===== src/rtl/id_scoreboard_if.sv =====
// id_scoreboard_if: issue, read-port and hazard/forwarding signals between ID control and the scoreboard
interface id_scoreboard_if #(
  parameter int REG_ADDR_WIDTH = 5,
  parameter int NUM_RD_PORTS = 3,
  parameter int FWD_STAGES = 3,
  parameter int AGE_W = $clog2(FWD_STAGES + 1)
);
  logic issue_i;
  logic kill_i;
  logic freeze_i;
  logic issue_wr_i;
  logic [REG_ADDR_WIDTH-1:0] issue_waddr_i;
  logic [AGE_W-1:0] issue_lat_i;
  logic [NUM_RD_PORTS-1:0] rd_en_i;
  logic [NUM_RD_PORTS*REG_ADDR_WIDTH-1:0] rd_addr_i;
  logic stall_o;
  logic [NUM_RD_PORTS*AGE_W-1:0] fwd_sel_o;
  logic [REG_ADDR_WIDTH:0] inflight_o;
  modport master (
    output issue_i, kill_i, freeze_i, issue_wr_i, issue_waddr_i, issue_lat_i, rd_en_i, rd_addr_i,
    input stall_o, fwd_sel_o, inflight_o
  );
  modport slave (
    input issue_i, kill_i, freeze_i, issue_wr_i, issue_waddr_i, issue_lat_i, rd_en_i, rd_addr_i,
    output stall_o, fwd_sel_o, inflight_o
  );
endinterface


===== src/rtl/id_scoreboard.sv =====
// id_scoreboard: decode-stage register hazard scoreboard; define ID_SB_FWD_EN to enable forwarding (otherwise stall until writeback)
module id_scoreboard #(
  parameter int REG_ADDR_WIDTH = 5,
  parameter int NUM_RD_PORTS = 3,
  parameter int FWD_STAGES = 3,
  parameter int AGE_W = $clog2(FWD_STAGES + 1)
) (
  input logic clk,
  input logic rst,
  id_scoreboard_if.slave sb
);
  localparam int NREG = 1 << REG_ADDR_WIDTH;
  localparam logic [AGE_W-1:0] LAST_AGE = AGE_W'(FWD_STAGES);
  logic [NREG-1:0] valid_q, valid_d;
  logic [AGE_W-1:0] age_q [NREG];
  logic [AGE_W-1:0] age_d [NREG];
  logic [REG_ADDR_WIDTH:0] inflight_q, inflight_d;
  logic [REG_ADDR_WIDTH-1:0] rd_a [NUM_RD_PORTS];
  logic [NUM_RD_PORTS-1:0] rd_hit;
  logic [NUM_RD_PORTS-1:0] hazard;
  logic [NUM_RD_PORTS*AGE_W-1:0] fwd_sel;
  logic stall;
  logic alloc;
`ifdef ID_SB_FWD_EN
  localparam logic [AGE_W-1:0] MAX_CNT = AGE_W'(FWD_STAGES - 1);
  logic [AGE_W-1:0] cnt_q [NREG];
  logic [AGE_W-1:0] cnt_d [NREG];
  logic [AGE_W-1:0] alloc_cnt;
  assign alloc_cnt = (sb.issue_lat_i > MAX_CNT) ? MAX_CNT : sb.issue_lat_i;
`else
  logic [AGE_W-1:0] unused_lat;
  assign unused_lat = sb.issue_lat_i;
`endif
  for (genvar g = 0; g < NUM_RD_PORTS; g++) begin : g_port
    assign rd_a[g] = sb.rd_addr_i[g*REG_ADDR_WIDTH +: REG_ADDR_WIDTH];
    assign rd_hit[g] = sb.rd_en_i[g] & (rd_a[g] != '0) & valid_q[rd_a[g]];
`ifdef ID_SB_FWD_EN
    assign hazard[g] = rd_hit[g] & (cnt_q[rd_a[g]] != '0);
    assign fwd_sel[g*AGE_W +: AGE_W] = rd_hit[g] ? age_q[rd_a[g]] : '0;
`else
    assign hazard[g] = rd_hit[g];
    assign fwd_sel[g*AGE_W +: AGE_W] = '0;
`endif
  end
  assign stall = |hazard;
  assign sb.stall_o = stall;
  assign sb.fwd_sel_o = fwd_sel;
  assign sb.inflight_o = inflight_q;
  // allocate the accepted writer (newest wins), age everything else, retire entries leaving the last stage
  always_comb begin
    alloc = sb.issue_i & ~sb.kill_i & ~stall & ~sb.freeze_i & sb.issue_wr_i & (sb.issue_waddr_i != '0);
    inflight_d = '0;
    for (int r = 0; r < NREG; r++) begin
      valid_d[r] = valid_q[r];
      age_d[r] = age_q[r];
`ifdef ID_SB_FWD_EN
      cnt_d[r] = cnt_q[r];
`endif
      if (!sb.freeze_i) begin
        if (alloc && sb.issue_waddr_i == REG_ADDR_WIDTH'(r)) begin
          valid_d[r] = 1'b1;
          age_d[r] = AGE_W'(1);
`ifdef ID_SB_FWD_EN
          cnt_d[r] = alloc_cnt;
`endif
        end else if (valid_q[r]) begin
          valid_d[r] = age_q[r] != LAST_AGE;
          age_d[r] = (age_q[r] == LAST_AGE) ? '0 : age_q[r] + AGE_W'(1);
`ifdef ID_SB_FWD_EN
          cnt_d[r] = (age_q[r] == LAST_AGE || cnt_q[r] == '0) ? '0 : cnt_q[r] - AGE_W'(1);
`endif
        end
      end
      inflight_d = inflight_d + (REG_ADDR_WIDTH+1)'(valid_d[r]);
    end
  end
  // scoreboard state register; reset discards every entry at once
  always_ff @(posedge clk or posedge rst) begin
    if (rst) begin
      valid_q <= '0;
      inflight_q <= '0;
      for (int r = 0; r < NREG; r++) begin
        age_q[r] <= '0;
`ifdef ID_SB_FWD_EN
        cnt_q[r] <= '0;
`endif
      end
    end else begin
      valid_q <= valid_d;
      inflight_q <= inflight_d;
      for (int r = 0; r < NREG; r++) begin
        age_q[r] <= age_d[r];
`ifdef ID_SB_FWD_EN
        cnt_q[r] <= cnt_d[r];
`endif
      end
    end
  end
endmodule


===== src/flat_wrapper.sv =====
// flat-port wrapper written by rule: the top's interface ports become plain ports
module id_scoreboard_flat 
#(
  parameter int REG_ADDR_WIDTH = 5,
  parameter int NUM_RD_PORTS = 3,
  parameter int FWD_STAGES = 3,
  parameter int AGE_W = $clog2(FWD_STAGES + 1)
)
  (clk, rst, sb_issue_i, sb_kill_i, sb_freeze_i, sb_issue_wr_i, sb_issue_waddr_i, sb_issue_lat_i, sb_rd_en_i, sb_rd_addr_i, sb_stall_o, sb_fwd_sel_o, sb_inflight_o);
  id_scoreboard_if #(.REG_ADDR_WIDTH(REG_ADDR_WIDTH), .NUM_RD_PORTS(NUM_RD_PORTS), .FWD_STAGES(FWD_STAGES), .AGE_W(AGE_W)) sb_i ();
  input logic clk;
  input logic rst;
  input wire logic [$bits(sb_i.issue_i)-1:0] sb_issue_i;
  input wire logic [$bits(sb_i.kill_i)-1:0] sb_kill_i;
  input wire logic [$bits(sb_i.freeze_i)-1:0] sb_freeze_i;
  input wire logic [$bits(sb_i.issue_wr_i)-1:0] sb_issue_wr_i;
  input wire logic [$bits(sb_i.issue_waddr_i)-1:0] sb_issue_waddr_i;
  input wire logic [$bits(sb_i.issue_lat_i)-1:0] sb_issue_lat_i;
  input wire logic [$bits(sb_i.rd_en_i)-1:0] sb_rd_en_i;
  input wire logic [$bits(sb_i.rd_addr_i)-1:0] sb_rd_addr_i;
  output wire logic [$bits(sb_i.stall_o)-1:0] sb_stall_o;
  output wire logic [$bits(sb_i.fwd_sel_o)-1:0] sb_fwd_sel_o;
  output wire logic [$bits(sb_i.inflight_o)-1:0] sb_inflight_o;
  assign sb_i.issue_i = sb_issue_i;
  assign sb_i.kill_i = sb_kill_i;
  assign sb_i.freeze_i = sb_freeze_i;
  assign sb_i.issue_wr_i = sb_issue_wr_i;
  assign sb_i.issue_waddr_i = sb_issue_waddr_i;
  assign sb_i.issue_lat_i = sb_issue_lat_i;
  assign sb_i.rd_en_i = sb_rd_en_i;
  assign sb_i.rd_addr_i = sb_rd_addr_i;
  assign sb_stall_o = sb_i.stall_o;
  assign sb_fwd_sel_o = sb_i.fwd_sel_o;
  assign sb_inflight_o = sb_i.inflight_o;
  id_scoreboard #(.REG_ADDR_WIDTH(REG_ADDR_WIDTH), .NUM_RD_PORTS(NUM_RD_PORTS), .FWD_STAGES(FWD_STAGES), .AGE_W(AGE_W)) u_core (.clk(clk), .rst(rst), .sb(sb_i));
endmodule

===== config.mk =====
export PLATFORM = sky130hd
export DESIGN_NAME = id_scoreboard_flat
export DESIGN_NICKNAME = d
export VERILOG_FILES = /design/src/rtl/id_scoreboard_if.sv /design/src/rtl/id_scoreboard.sv /design/src/flat_wrapper.sv
export SDC_FILE = /design/constraint.sdc
export NUM_CORES = 1
export LEC_CHECK = 0
export CORE_MARGIN = 2
export CORE_UTILIZATION = 35
export DETAILED_ROUTE_END_ITERATION = 6
export DONT_BUFFER_PORTS = 1
export GPL_ROUTABILITY_DRIVEN = 0
export PLACE_DENSITY_LB_ADDON = 0.3
export SLEW_MARGIN = 20
export SYNTH_ARGS = -nofsm -noshare
export SYNTH_HDL_FRONTEND = slang
export SYNTH_SLANG_ARGS = --single-unit

===== constraint.sdc =====
create_clock -name clk -period 10.75 [get_ports clk]
set_input_delay 2.15 -clock clk [delete_from_list [all_inputs] [get_ports clk]]
set_output_delay 2.15 -clock clk [all_outputs]
set_load 0.01 [all_outputs]

**Signal wires by layer**

Scale: 3 px per um.
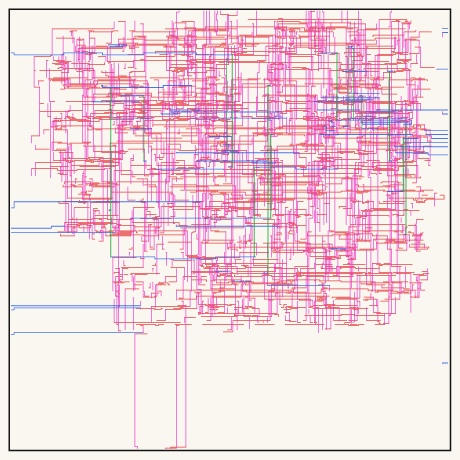
- magenta: met2 (wire length 8310 um)
- blue: met3 (wire length 1140 um)
- red: met1 (wire length 7920 um)
- green: met4 (wire length 435 um)

**Local utilization**

Scale: 2 px per um. The die is cut into 15 by 15 equal tiles; white is low, dark blue is high, 0 to 100% covered.
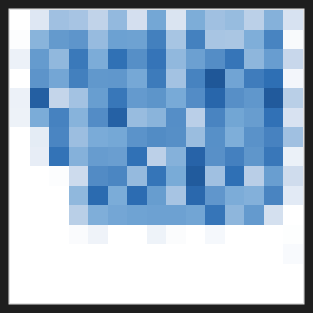
- mean over tiles: 34%
- tiles over 75% full: 4.4%
- fullest tile: 84%
- emptiest ninth of the die: bottom left
- nearly empty tiles: 31%
Layout Utilization: 37.56%
Std-Cell Core Area: 20100 um2
Initial Utilization: 35.37%

[metrics by stage]
step                      utilization, %  cells  instance area [um2]
after floorplan                        -    661                 7131
after global placement             36.07    878                 7251
after detailed placement           36.07    878                 7251
after CTS                          37.56    894                 7551
after global routing               37.56    894                 7551
final                              37.56    894                 7551
[cell families (layout without fill, tap and decap cells)]
logic type,after synthesis,in the layout,share of synthesized area (%)
fa+ha+maj,64,64,13.79
compound gates,183,183,20.11
other cells,1,6,0.05273
xor+xnor,3,3,0.3695
flops,102,102,35.89
mux,77,77,15.46
buf+inv,114,77,6.773
simple gates,112,112,7.548
[per-layer routing]
metal | routed length (um) | GRT usage (%)
met5 | 0 | 0
met1 | 7924 | 23.15
met4 | 434 | 5.922
met2 | 8305 | 26.91
met3 | 1138 | 4.281
[how the worst min path moves through the flow]
stage | from | end | slack [ns] | cells past startpoint
5_1_grt | u_core.age_q[63] | u_core.age_q[63] | 0.53 | 1
3_3_place_gp | u_core.age_q[63] | u_core.age_q[63] | 0.49 | 1
6_report | u_core.age_q[63] | u_core.age_q[63] | 0.53 | 1
2_1_floorplan | u_core.age_q[63] | u_core.age_q[63] | 0.48 | 1
4_1_cts | u_core.age_q[63] | u_core.age_q[63] | 0.52 | 1
3_5_place_dp | u_core.age_q[63] | u_core.age_q[63] | 0.51 | 1
[area by class of cell]
type                            instances  area (um2)
Clock buffer                           11       242.7
Clock inverter                          5       57.56
Fill cell                            1977       12550
Inverter                               53       201.4
Multi-Input combinational cell        445        4099
Sequential cell                       102        2552
Tap cell                              270       337.8
Timing Repair Buffer                    8       60.06
[synth_stat cells, types with 3 or more instances]
master / n
sky130_fd_sc_hd__a21boi_0: 10
sky130_fd_sc_hd__a21o_1: 7
sky130_fd_sc_hd__a21oi_1: 18
sky130_fd_sc_hd__a31o_2: 3
sky130_fd_sc_hd__a31oi_1: 12
sky130_fd_sc_hd__a41o_1: 16
sky130_fd_sc_hd__a41oi_1: 14
sky130_fd_sc_hd__buf_1: 4
sky130_fd_sc_hd__buf_2: 10
sky130_fd_sc_hd__buf_4: 7
sky130_fd_sc_hd__clkbuf_1: 38
sky130_fd_sc_hd__dfrtp_1: 102
sky130_fd_sc_hd__fa_1: 24
sky130_fd_sc_hd__ha_1: 40
sky130_fd_sc_hd__inv_1: 53
sky130_fd_sc_hd__mux2_2: 23
sky130_fd_sc_hd__mux2i_1: 30
sky130_fd_sc_hd__mux4_2: 24
sky130_fd_sc_hd__nand2_1: 38
sky130_fd_sc_hd__nand2b_1: 3
sky130_fd_sc_hd__nand3b_1: 6
sky130_fd_sc_hd__nor2_1: 23
sky130_fd_sc_hd__nor2b_1: 8
sky130_fd_sc_hd__nor3_1: 25
sky130_fd_sc_hd__o21ai_0: 26
sky130_fd_sc_hd__o31a_1: 22
sky130_fd_sc_hd__o31ai_1: 27
sky130_fd_sc_hd__o41a_1: 8
sky130_fd_sc_hd__o41ai_1: 8
sky130_fd_sc_hd__o41ai_2: 4
[flip-flops by register name (all words and copies together), names as in the netlist]
| name | cells |
|---|---|
| u_core.age_q | 64 |
| u_core.valid_q | 32 |
| u_core.sb.inflight_o | 6 |
==> run notes <==
Notes on the flow run.

- After synthesis, the largest area contributor takes up 35.89% of total cell area.
- Hold timing on the final database bottoms out at a slack of approximately 0.53 ns.
- The clock edge transition at the registers on the reported setup and hold paths is 0.07 ns, for reference.
- Per the synthesis report, the dominant area consumer among library cells is sky130_fd_sc_hd__dfrtp_1.
- The flow reports that the clock network draws a little under a quarter of the design power.
- Power spread over the standard cell area amounts to 196.5 nW/um2.
- After layout, the worst setup slack is 1.821 ns.
- The count of clock tree sinks is 102, for reference.
- The clock-net power is 343 uW, for reference.
- Hold-check failures listed in the final report amount to 0.
- Per the post-run analysis, buffers plus inverters along the critical path come to 3.
- The sequential power share is 40.3%, for reference.
- The global route total overflow is 0, for reference.
- Ranking logic cells in the layout by count gives the top entries 102 x sky130_fd_sc_hd__dfrtp_1, 52 x sky130_fd_sc_hd__inv_1, 40 x sky130_fd_sc_hd__ha_1, 38 x sky130_fd_sc_hd__nand2_1, 30 x sky130_fd_sc_hd__mux2i_1.
- The worst setup path is captured at a register.
- In the final report, the number of pins over their slew limit comes to 0.
- Per the CTS log, the buffer count on the longest clock path is 2.
- The number of standard cells after synthesis is 656, for reference.
- The worst reg2reg path startpoint is u_core.valid_q[26], for reference.
- The post-detailed-route count of antenna-violating nets is 0, for reference.
- The cell sitting at the root of the clock tree is a sky130_fd_sc_hd__clkbuf_16.
- The number of remaining DRC errors is 0, for reference.
- Per the timing report, the achievable frequency comes out to 112.0 MHz.
- The net switching share of the total power is 35.35%, for reference.
- The sequential fraction of the synthesis area is a little over a third, for reference.
- Between the synthesized netlist and the finished layout, the area growth was recorded as 6.175%.
- Cells with a size suffix above 1 make up 13.46% of the layout.
- Checking hold timing, the worst path is listed with class register to register.
- The cell type with the highest occurrence count on the critical path is sky130_fd_sc_hd__fa_1, for reference.
- Entering global routing, the biggest net connects 68 pins.
- Among all stages on the critical path, the largest delay is contributed by sky130_fd_sc_hd__nor2b_2.
- The initial antenna violation count is 0, for reference.
- The number of gates given a new drive strength after cts is 0, for reference.
- Tracing the worst setup path back leads to its startpoint at sb_rd_addr_i[10].
- The largest share of the power goes to registers.
- On the critical path the largest part of the delay comes from adder cells.
- The analysis attributes to net switching a power of approximately 520 uW.
- Counting distinct cell types in the post-synthesis netlist gives 48.
- The worst-path maximum fanout is 21, for reference.
- The number of warnings reported in the stage logs is 28.
- In this run the core area contains about 52 standard-cell rows.
- Walking the worst path, the cells encountered are mux4_2 > mux4_2 > a32o_1 > a41oi_2 > nor2b_2 > a31oi_1 > fa_1 > fa_1 > fa_1 > inv_1 > fa_1 > inv_1 > fa_1 > fa_1 > fa_1 > inv_1 > fa_1 > a21o_1 > a21oi_1 > xnor2_1.
- The sum of routed wire length over all layers is between 15 and 20 mm, for reference.
- The flow ran to the end, and the final reports show no timing, DRC or antenna violations.
- At the later pin of the worst-skew pair, clock insertion delay measures 0.36 ns.
- The final layout reports a setup TNS of 0 ns.
- The die is 146.5 um tall.
- The routed wire length per instance is 19.91 um, for reference.
- The endpoint of the most critical setup path is u_core.sb.inflight_o[4], for reference.
- The flow reports power dissipated in sequential cells as 597 uW.
- The worst setup path is of the input pin to register kind.
- The count of yosys warnings during synthesis is 0, for reference.
- The worst register-to-register path has a setup slack of 3.15 ns.
- Endpoints with negative setup slack in the final report add up to 0.
- The number of setup buffers added after CTS is 0.
- The number of global-route vias before repair was 5372.
- STA classifies the critical path startpoint as an input pin.
- IR analysis of the VDD net gives a maximum drop of about 0.078 mV.
- Measured against its own limit, the worst slew margin works out to between 20% and 30%.
- The routed design could run at a clock period as short as approximately 8.9 ns.
- The number of cells traversed by the worst register-to-register path is 20, for reference.
No activity file was given, so power comes from the tool's default toggle rates.
